## src/rtl/rasterizer_scan_controller.sv

```systemverilog
// -----------------------------------------------------------------------------
// rasterizer_scan_controller
//
// Purpose:
//   Sequencer that sits in front of the triangle intersection detector. It
//   takes one triangle at a time over a valid/ready handshake and latches the
//   vertices for the detector. It pulses the detector load and computes the
//   screen-clamped bounding box. It then sweeps every box point through the
//   detector in row-major order, one point per cycle. Each returned
//   inside/outside decision is re-aligned with its coordinates to form a
//   per-pixel result stream.
//
// Ports:
//   i_clk, i_arst                    clock, asynchronous active-high reset
//   i_tri_valid / o_tri_ready        triangle handshake (ready only in IDLE)
//   i_tri_p{0,1,2}_{x,y}             offered vertices
//   o_load_triangle                  one-cycle load pulse to the detector
//   o_triangle_point_{0,1,2}_{x,y}   latched vertices, stable between accepts
//   i_triangle_loaded                detector "triangle loaded" flag
//   o_current_point_{x,y}            scan point, zero-extended to 2*W
//   i_point_inside_triangle          detector decision, DETECT_LATENCY late
//   o_pixel_valid/_x/_y/_inside      per-pixel result stream (no backpressure)
//   o_busy                           high whenever not IDLE
//   o_done                           one-cycle pulse after the last pixel
// -----------------------------------------------------------------------------
module rasterizer_scan_controller #(
    parameter  int VERT_RESOLUTION  = 60,
    parameter  int HORIZ_RESOLUTION = 80,
    parameter  int DETECT_LATENCY   = 4,
    localparam int YW               = $clog2(VERT_RESOLUTION),
    localparam int XW               = $clog2(HORIZ_RESOLUTION)
) (
    input  logic            i_clk,
    input  logic            i_arst,
    input  logic            i_tri_valid,
    output logic            o_tri_ready,
    input  logic [XW-1:0]   i_tri_p0_x,
    input  logic [YW-1:0]   i_tri_p0_y,
    input  logic [XW-1:0]   i_tri_p1_x,
    input  logic [YW-1:0]   i_tri_p1_y,
    input  logic [XW-1:0]   i_tri_p2_x,
    input  logic [YW-1:0]   i_tri_p2_y,
    output logic            o_load_triangle,
    output logic [XW-1:0]   o_triangle_point_0_x,
    output logic [YW-1:0]   o_triangle_point_0_y,
    output logic [XW-1:0]   o_triangle_point_1_x,
    output logic [YW-1:0]   o_triangle_point_1_y,
    output logic [XW-1:0]   o_triangle_point_2_x,
    output logic [YW-1:0]   o_triangle_point_2_y,
    input  logic            i_triangle_loaded,
    output logic [2*XW-1:0] o_current_point_x,
    output logic [2*YW-1:0] o_current_point_y,
    input  logic            i_point_inside_triangle,
    output logic            o_pixel_valid,
    output logic [XW-1:0]   o_pixel_x,
    output logic [YW-1:0]   o_pixel_y,
    output logic            o_pixel_inside,
    output logic            o_busy,
    output logic            o_done
);

    localparam logic [XW-1:0] X_LAST = XW'(HORIZ_RESOLUTION - 1);
    localparam logic [YW-1:0] Y_LAST = YW'(VERT_RESOLUTION - 1);

    typedef enum logic [2:0] {
        S_IDLE,
        S_LOAD,
        S_WAIT,
        S_SCAN,
        S_DRAIN
    } state_t;

    state_t state_q, state_d;

    // High from the second WAIT cycle on: the cycle before was also WAIT.
    logic wait_armed_q, wait_armed_d;

    logic [XW-1:0] v0x_q, v0x_d, v1x_q, v1x_d, v2x_q, v2x_d;
    logic [YW-1:0] v0y_q, v0y_d, v1y_q, v1y_d, v2y_q, v2y_d;

    logic [XW-1:0] xmin_q, xmin_d, xmax_q, xmax_d;
    logic [YW-1:0] ymin_q, ymin_d, ymax_q, ymax_d;

    logic [XW-1:0] x_q, x_d;
    logic [YW-1:0] y_q, y_d;

    // Coordinate tags travelling alongside the detector's internal pipeline.
    logic [DETECT_LATENCY-1:0] tag_vld_q, tag_vld_d;
    logic [XW-1:0]             tag_x_q [DETECT_LATENCY];
    logic [XW-1:0]             tag_x_d [DETECT_LATENCY];
    logic [YW-1:0]             tag_y_q [DETECT_LATENCY];
    logic [YW-1:0]             tag_y_d [DETECT_LATENCY];

    logic          pix_valid_q, pix_valid_d;
    logic [XW-1:0] pix_x_q, pix_x_d;
    logic [YW-1:0] pix_y_q, pix_y_d;
    logic          pix_in_q, pix_in_d;

    logic          pipe_empty;
    logic [XW-1:0] bx_min, bx_max;
    logic [YW-1:0] by_min, by_max;

    function automatic logic [XW-1:0] clamp_x(input logic [XW-1:0] v);
        return (v > X_LAST) ? X_LAST : v;
    endfunction

    function automatic logic [YW-1:0] clamp_y(input logic [YW-1:0] v);
        return (v > Y_LAST) ? Y_LAST : v;
    endfunction

    // Bounding box of the offered triangle, before clamping.
    always_comb begin
        bx_min = i_tri_p0_x;
        bx_max = i_tri_p0_x;
        if (i_tri_p1_x < bx_min) bx_min = i_tri_p1_x;
        if (i_tri_p2_x < bx_min) bx_min = i_tri_p2_x;
        if (i_tri_p1_x > bx_max) bx_max = i_tri_p1_x;
        if (i_tri_p2_x > bx_max) bx_max = i_tri_p2_x;
        by_min = i_tri_p0_y;
        by_max = i_tri_p0_y;
        if (i_tri_p1_y < by_min) by_min = i_tri_p1_y;
        if (i_tri_p2_y < by_min) by_min = i_tri_p2_y;
        if (i_tri_p1_y > by_max) by_max = i_tri_p1_y;
        if (i_tri_p2_y > by_max) by_max = i_tri_p2_y;
    end

    // The last valid tag has become a pixel once both the tags and the
    // output register are empty.
    assign pipe_empty = (tag_vld_q == '0) && !pix_valid_q;

    always_comb begin
        state_d      = state_q;
        wait_armed_d = (state_q == S_WAIT);
        v0x_d  = v0x_q;
        v0y_d  = v0y_q;
        v1x_d  = v1x_q;
        v1y_d  = v1y_q;
        v2x_d  = v2x_q;
        v2y_d  = v2y_q;
        xmin_d = xmin_q;
        xmax_d = xmax_q;
        ymin_d = ymin_q;
        ymax_d = ymax_q;
        x_d    = x_q;
        y_d    = y_q;

        // Tag shift: a fresh tag enters at stage 0, invalid unless scanning.
        tag_vld_d[0] = 1'b0;
        tag_x_d[0]   = x_q;
        tag_y_d[0]   = y_q;
        for (int i = 1; i < DETECT_LATENCY; i++) begin
            tag_vld_d[i] = tag_vld_q[i-1];
            tag_x_d[i]   = tag_x_q[i-1];
            tag_y_d[i]   = tag_y_q[i-1];
        end

        // Output stage: tag tail meets the detector decision for the same point.
        pix_valid_d = tag_vld_q[DETECT_LATENCY-1];
        pix_x_d     = tag_x_q[DETECT_LATENCY-1];
        pix_y_d     = tag_y_q[DETECT_LATENCY-1];
        pix_in_d    = tag_vld_q[DETECT_LATENCY-1] & i_point_inside_triangle;

        case (state_q)
            S_IDLE: begin
                if (i_tri_valid) begin
                    v0x_d   = i_tri_p0_x;
                    v0y_d   = i_tri_p0_y;
                    v1x_d   = i_tri_p1_x;
                    v1y_d   = i_tri_p1_y;
                    v2x_d   = i_tri_p2_x;
                    v2y_d   = i_tri_p2_y;
                    xmin_d  = clamp_x(bx_min);
                    xmax_d  = clamp_x(bx_max);
                    ymin_d  = clamp_y(by_min);
                    ymax_d  = clamp_y(by_max);
                    state_d = S_LOAD;
                end
            end
            S_LOAD: begin
                state_d = S_WAIT;
            end
            S_WAIT: begin
                // The first WAIT cycle still shows the previous triangle's flag.
                if (wait_armed_q && i_triangle_loaded) begin
                    x_d     = xmin_q;
                    y_d     = ymin_q;
                    state_d = S_SCAN;
                end
            end
            S_SCAN: begin
                tag_vld_d[0] = 1'b1;
                // Compare before incrementing so counters never pass the clamp.
                if (x_q == xmax_q) begin
                    if (y_q == ymax_q) begin
                        state_d = S_DRAIN;
                    end else begin
                        x_d = xmin_q;
                        y_d = y_q + 1'b1;
                    end
                end else begin
                    x_d = x_q + 1'b1;
                end
            end
            S_DRAIN: begin
                if (pipe_empty) state_d = S_IDLE;
            end
            default: begin
                state_d = S_IDLE;
            end
        endcase
    end

    always_ff @(posedge i_clk or posedge i_arst) begin
        if (i_arst) begin
            state_q      <= S_IDLE;
            wait_armed_q <= 1'b0;
            v0x_q        <= '0;
            v0y_q        <= '0;
            v1x_q        <= '0;
            v1y_q        <= '0;
            v2x_q        <= '0;
            v2y_q        <= '0;
            xmin_q       <= '0;
            xmax_q       <= '0;
            ymin_q       <= '0;
            ymax_q       <= '0;
            x_q          <= '0;
            y_q          <= '0;
            tag_vld_q    <= '0;
            for (int i = 0; i < DETECT_LATENCY; i++) begin
                tag_x_q[i] <= '0;
                tag_y_q[i] <= '0;
            end
            pix_valid_q  <= 1'b0;
            pix_x_q      <= '0;
            pix_y_q      <= '0;
            pix_in_q     <= 1'b0;
        end else begin
            state_q      <= state_d;
            wait_armed_q <= wait_armed_d;
            v0x_q        <= v0x_d;
            v0y_q        <= v0y_d;
            v1x_q        <= v1x_d;
            v1y_q        <= v1y_d;
            v2x_q        <= v2x_d;
            v2y_q        <= v2y_d;
            xmin_q       <= xmin_d;
            xmax_q       <= xmax_d;
            ymin_q       <= ymin_d;
            ymax_q       <= ymax_d;
            x_q          <= x_d;
            y_q          <= y_d;
            tag_vld_q    <= tag_vld_d;
            for (int i = 0; i < DETECT_LATENCY; i++) begin
                tag_x_q[i] <= tag_x_d[i];
                tag_y_q[i] <= tag_y_d[i];
            end
            pix_valid_q  <= pix_valid_d;
            pix_x_q      <= pix_x_d;
            pix_y_q      <= pix_y_d;
            pix_in_q     <= pix_in_d;
        end
    end

    assign o_tri_ready          = (state_q == S_IDLE);
    assign o_busy               = (state_q != S_IDLE);
    assign o_load_triangle      = (state_q == S_LOAD);
    assign o_done               = (state_q == S_DRAIN) && pipe_empty;
    assign o_triangle_point_0_x = v0x_q;
    assign o_triangle_point_0_y = v0y_q;
    assign o_triangle_point_1_x = v1x_q;
    assign o_triangle_point_1_y = v1y_q;
    assign o_triangle_point_2_x = v2x_q;
    assign o_triangle_point_2_y = v2y_q;
    assign o_current_point_x    = {{XW{1'b0}}, x_q};
    assign o_current_point_y    = {{YW{1'b0}}, y_q};
    assign o_pixel_valid        = pix_valid_q;
    assign o_pixel_x            = pix_x_q;
    assign o_pixel_y            = pix_y_q;
    assign o_pixel_inside       = pix_in_q;

endmodule

```

## config.mk

```make
export PLATFORM = sky130hd
export DESIGN_NAME = rasterizer_scan_controller
export DESIGN_NICKNAME = d
export VERILOG_FILES = /design/src/rtl/rasterizer_scan_controller.sv
export SDC_FILE = /design/constraint.sdc
export NUM_CORES = 1
export LEC_CHECK = 0
export ABC_AREA = 1
export ABC_CLOCK_PERIOD_IN_PS = 12900
export CAP_MARGIN = 10
export CORE_MARGIN = 4
export CORE_UTILIZATION = 47
export CTS_BUF_LIST = sky130_fd_sc_hd__clkbuf_8
export CTS_CLUSTER_SIZE = 8
export DETAILED_ROUTE_END_ITERATION = 8
export PLACE_DENSITY = 0.8
export SETUP_SLACK_MARGIN = 0.4
export SKIP_LAST_GASP = 1
export SYNTH_ARGS = -nofsm -noshare
export SYNTH_HDL_FRONTEND = slang
export SYNTH_SLANG_ARGS = --single-unit
```

## constraint.sdc

```tcl
create_clock -name i_clk -period 12.9 [get_ports i_clk]
set_input_delay 3.225 -clock i_clk [delete_from_list [all_inputs] [get_ports i_clk]]
set_output_delay 3.225 -clock i_clk [all_outputs]
set_load 0.01 [all_outputs]
```

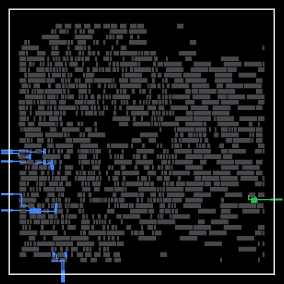
run_1/port_nets.png
Scale: 2 px per micron.
legend:
  i_tri_p0_x:
    colour: blue
    bits: 7
    direction: input
    edge: 5 left, 2 bottom
    end_cells: 11
    buffers: 7
    wire: 107 microns
  i_arst:
    colour: green
    bits: 1
    direction: input
    edge: right
    end_cells: 1
    buffers: 1
    wire: 15.6 microns

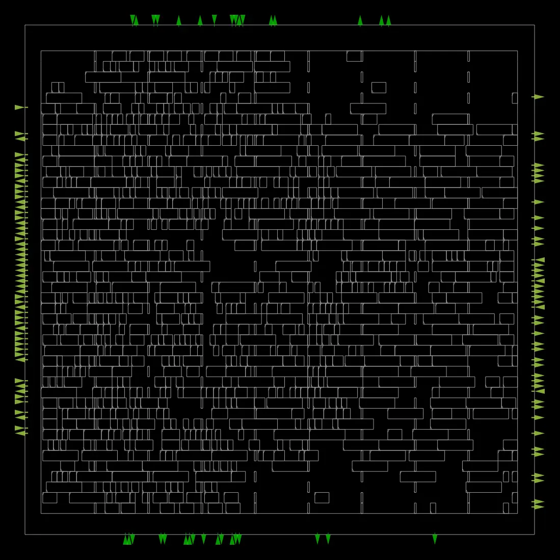
run_1/final_placement.png
non-filler instance count after layout: 1079
number of well taps: 184
number of cell rows: 44
total core area: 14800 sq um
number of fill cells in the layout: 1290

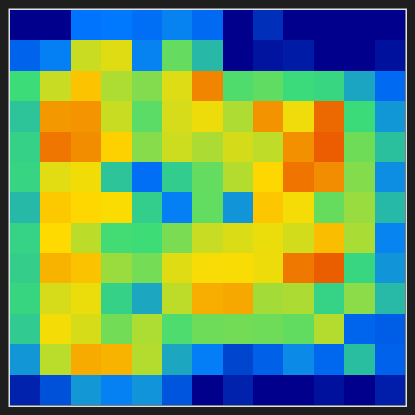
run_1/density.png
Scale: 3 px per micron. The die is cut into 13 by 13 equal tiles; dark blue is low, red is high, 0 to 100% covered.
emptiest ninth of the die: top right
nearly empty tiles: 8.3%
tiles over 75% full: 16%
fullest tile: 90%
mean over tiles: 49%

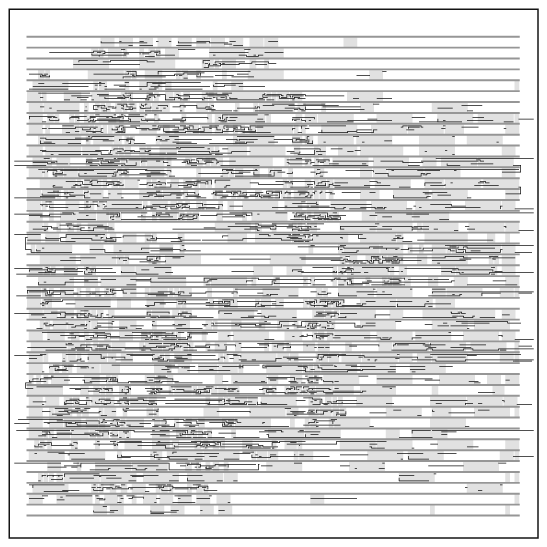
run_1/met1.png
Scale: 4 px per micron. Supply wires on this layer in grey.
share of all routed wire: 50%
nets with wire on the layer: 867
wire length on this layer: 7210 microns
main direction: horizontal

==> results.toml, run 1 <==
# flow metrics
[timing]
slew_of_the_pin_with_the_lowest_slew_margin_ps = 957
final_period_minus_worst_setup_slack_ps = 6210
timing.final.hold_violations = 0

[routing]
top_layer = "met4"
drcViolationCount = 0

[synthesis]
post_synth_instance_area_sq_um = 7200
yosysWarnings = 0
netlist-cell-type-count = 43
post-synth-top-area-cell = "sky130_fd_sc_hd__dfrtp_1"
mux_share = 0
ys_sh_aoi = 0.120
yosys.area_share.simple = 0.178
netlist_top_cells_count = "sky130_fd_sc_hd__nand2_1, sky130_fd_sc_hd__dfrtp_1, sky130_fd_sc_hd__inv_1, sky130_fd_sc_hd__o21ai_0, sky130_fd_sc_hd__nor2_1"
logic_family = "simple AND/OR/NAND/NOR gates"
synth_top_area_share = 0.531
post_synth_fa_ha_maj_area_fraction = 0.0677

[power_and_ir_drop]
seq_power_share = 0.427
share_comb_of_total_power = 0.378
clock_power_w = 0.000370

[flow_run]
max_cap_viol_count = 0
tool_warnings = 26

[worst_setup_path]
crit_path_end_kind = "register"
timing.critical_path.slowest_stage_cell = "sky130_fd_sc_hd__clkdlybuf4s50_1"
reg2reg_from = "state_q[2]$_DFFE_PP0P_"

[finish]
seq_cell_count = 153
inverters_non_clock = 79
bufAreaShareNonClock = 0.133

[clock_tree]
clk_transition_reported_paths_ps = 80
cts-resized-gates = 0
hold_buffers = 0

[grt]
grt_first_pass_wirelength_mm = 24.5

[die]
floorplan.io_pins = 128

[run_status]
status = "finished, final reports clean"
==> inputs of run 2 (changes only) <==
ABC_CLOCK_PERIOD_IN_PS = 6500   (was 12900)
clock period = 6.5 ns   (was 12.9 ns; I/O delays follow)
==> results.toml, run 2 <==
# flow metrics
[run_status]
status = "finished, final reports clean"

[synthesis]
yosysWarnings = 0
logic_family = "simple AND/OR/NAND/NOR gates"
netlist-cell-type-count = 43
netlist_top_cells_count = "sky130_fd_sc_hd__nand2_1, sky130_fd_sc_hd__dfrtp_1, sky130_fd_sc_hd__inv_1, sky130_fd_sc_hd__o21ai_0, sky130_fd_sc_hd__nor2_1"
syn_area_per_cell_sq_um = 9.21
post-synth-top-area-cell = "sky130_fd_sc_hd__dfrtp_1"
post_synth_instance_area_sq_um = 7200
yosys.area_share.simple = 0.178
post_synth_fa_ha_maj_area_fraction = 0.0677
mux_share = 0
ys_sh_aoi = 0.120
synth_top_area_share = 0.531

[worst_setup_path]
cp_num_cells = 20
timing.critical_path.slowest_stage_cell = "sky130_fd_sc_hd__clkdlybuf4s50_1"
worstRegToRegCells = 10
reg2reg_from = "state_q[2]$_DFFE_PP0P_"

[die]
floorplan.io_pins = 128
design.core.area_sq_um = 14800
tapCellCount = 184
floorplan.rows = 44

[timing]
final_period_minus_worst_setup_slack_ps = 4620
layout_setup_ws_ps = 1880
slew_of_the_pin_with_the_lowest_slew_margin_ps = 923
timing.final.hold_violations = 0

[finish]
final_cell_count_no_fill = 1079
diode_insertion_count_for_antenna_repair = 0
inverters_non_clock = 79
seq_cell_count = 153
post_route_cells_drive_above_1_share = 0.0916
layout.cells.most_common_list = "sky130_fd_sc_hd__nand2_1, sky130_fd_sc_hd__dfrtp_1, sky130_fd_sc_hd__clkdlybuf4s50_1"
bufAreaShareNonClock = 0.132

[clock_tree]
cts-resized-gates = 0
clk_transition_reported_paths_ps = 80
cts.repair_timing.setup_buffer_count = 0
h_tree_levels = 4

[placed_design]
placement.cell_area_sq_um = 8340
detailedPlacementHpwl_mm = 11.0
dp_cells = 1048

[grt]
groute.layer.met2.usage = 0.276
grt_first_pass_wirelength_mm = 25.7
globalRouteOverflowTotal = 0

[routing]
top_layer = "met4"
drcViolationCount = 0

[flow_run]
max_cap_viol_count = 0
tool_warnings = 28

[power_and_ir_drop]
share_comb_of_total_power = 0.373
seq_power_share = 0.417
clock_power_w = 0.000805
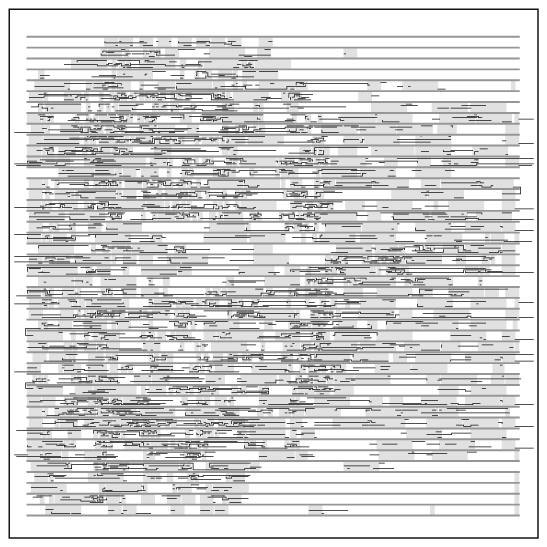
run_2/met1.png
Scale: 4 px per micron. Supply wires on this layer in grey.
share of all routed wire: 47%
main direction: horizontal
longest straight run: 34.0 microns
nets with wire on the layer: 870
wire length on this layer: 7090 microns

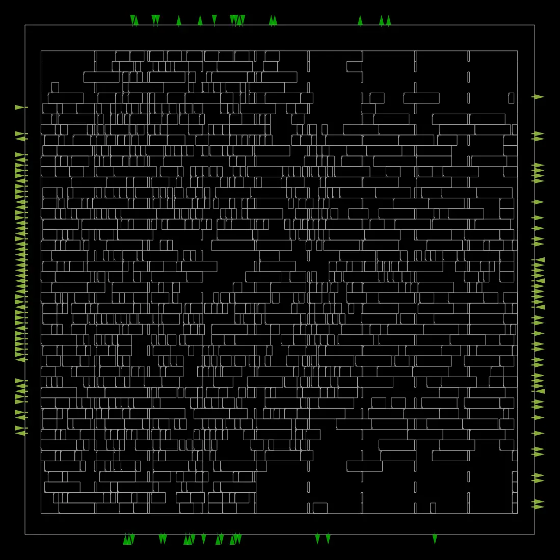
run_2/final_placement.png
Seq/total area: 0.435
number of fill cells in the layout: 1253
fin util: 0.596

==> inputs of run 3 (changes only) <==
ABC_CLOCK_PERIOD_IN_PS = 3900   (was 6500)
PLACE_DENSITY = 0.82   (was 0.8)
clock period = 3.9 ns   (was 6.5 ns; I/O delays follow)
==> results.toml, run 3 <==
# flow metrics
[run_status]
status = "finished, final reports clean"

[placed_design]
dp_cells = 1110
detailedPlacementHpwl_mm = 11.4

[die]
floorplan.rows = 44
floorplan.io_pins = 128
tapCellCount = 184

[power_and_ir_drop]
clock_power_w = 0.00117
seq_power_share = 0.412
share_comb_of_total_power = 0.408

[synthesis]
synth.yosys.chip_area_sq_um = 7200
yosys.area_share.simple = 0.178
logic_family = "simple AND/OR/NAND/NOR gates"
syn_area_per_cell_sq_um = 9.21
post_synth_fa_ha_maj_area_fraction = 0.0677
netlist-cell-type-count = 43
ys_sh_aoi = 0.120
post-synth-top-area-cell = "sky130_fd_sc_hd__dfrtp_1"
post_synth_instance_area_sq_um = 7200
mux_share = 0

[grt]
grt_first_pass_wirelength_mm = 26.5
globalRouteOverflowTotal = 0
groute.layer.met2.usage = 0.295

[finish]
final_cell_count_no_fill = 1155
diode_insertion_count_for_antenna_repair = 0
post_route_cells_drive_above_1_share = 0.236
seq_cell_count = 153
bufAreaShareNonClock = 0.186
layout.cells.most_common_list = "sky130_fd_sc_hd__nand2_1, sky130_fd_sc_hd__dfrtp_1, sky130_fd_sc_hd__clkdlybuf4s50_1"

[clock_tree]
cts.repair_timing.setup_buffer_count = 1
cts-resized-gates = 25
clk_transition_reported_paths_ps = 70

[timing]
layout_setup_ws_ps = 423
timing.final.hold_violations = 0
slew_of_the_pin_with_the_lowest_slew_margin_ps = 675
final_period_minus_worst_setup_slack_ps = 3480

[flow_run]
tool_warnings = 27

[routing]
drcViolationCount = 0
top_layer = "met4"

[worst_setup_path]
reg2reg_from = "state_q[2]$_DFFE_PP0P_"
worstRegToRegCells = 9
timing.critical_path.slowest_stage_cell = "sky130_fd_sc_hd__clkdlybuf4s50_1"
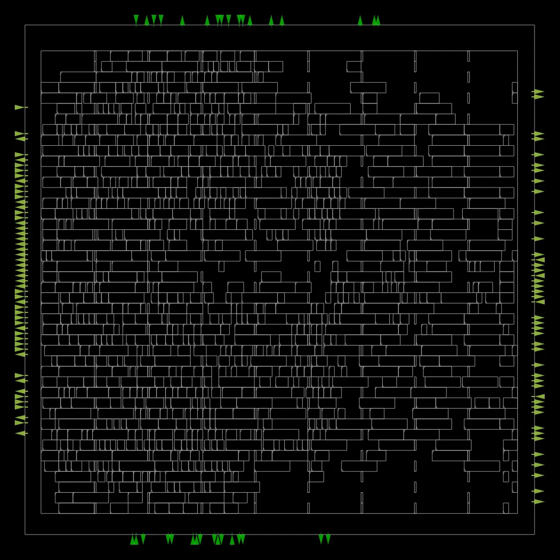
run_3/final_placement.png
Seq/total area: 0.391
number of fill cells in the layout: 1118

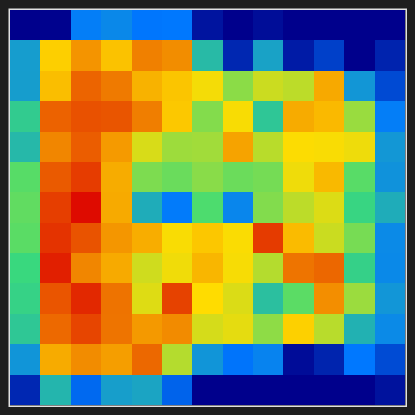
run_3/density.png
Scale: 3 px per micron. The die is cut into 13 by 13 equal tiles; dark blue is low, red is high, 0 to 100% covered.
densest ninth of the die: left middle
fullest tile: 99%
tiles over 75% full: 34%


==> notes/layouts.md <==
Pictures saved along the way, in no particular order.

Cell classes on the final placement.
Scale: 3 px per micron.
picture 1
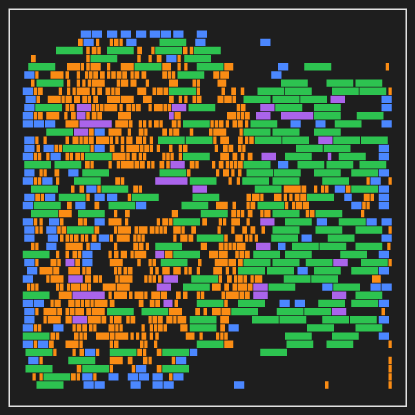
picture 2
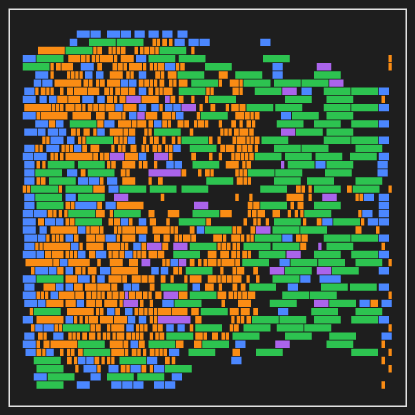
- picture 2 = run 3
- picture 1 = run 2

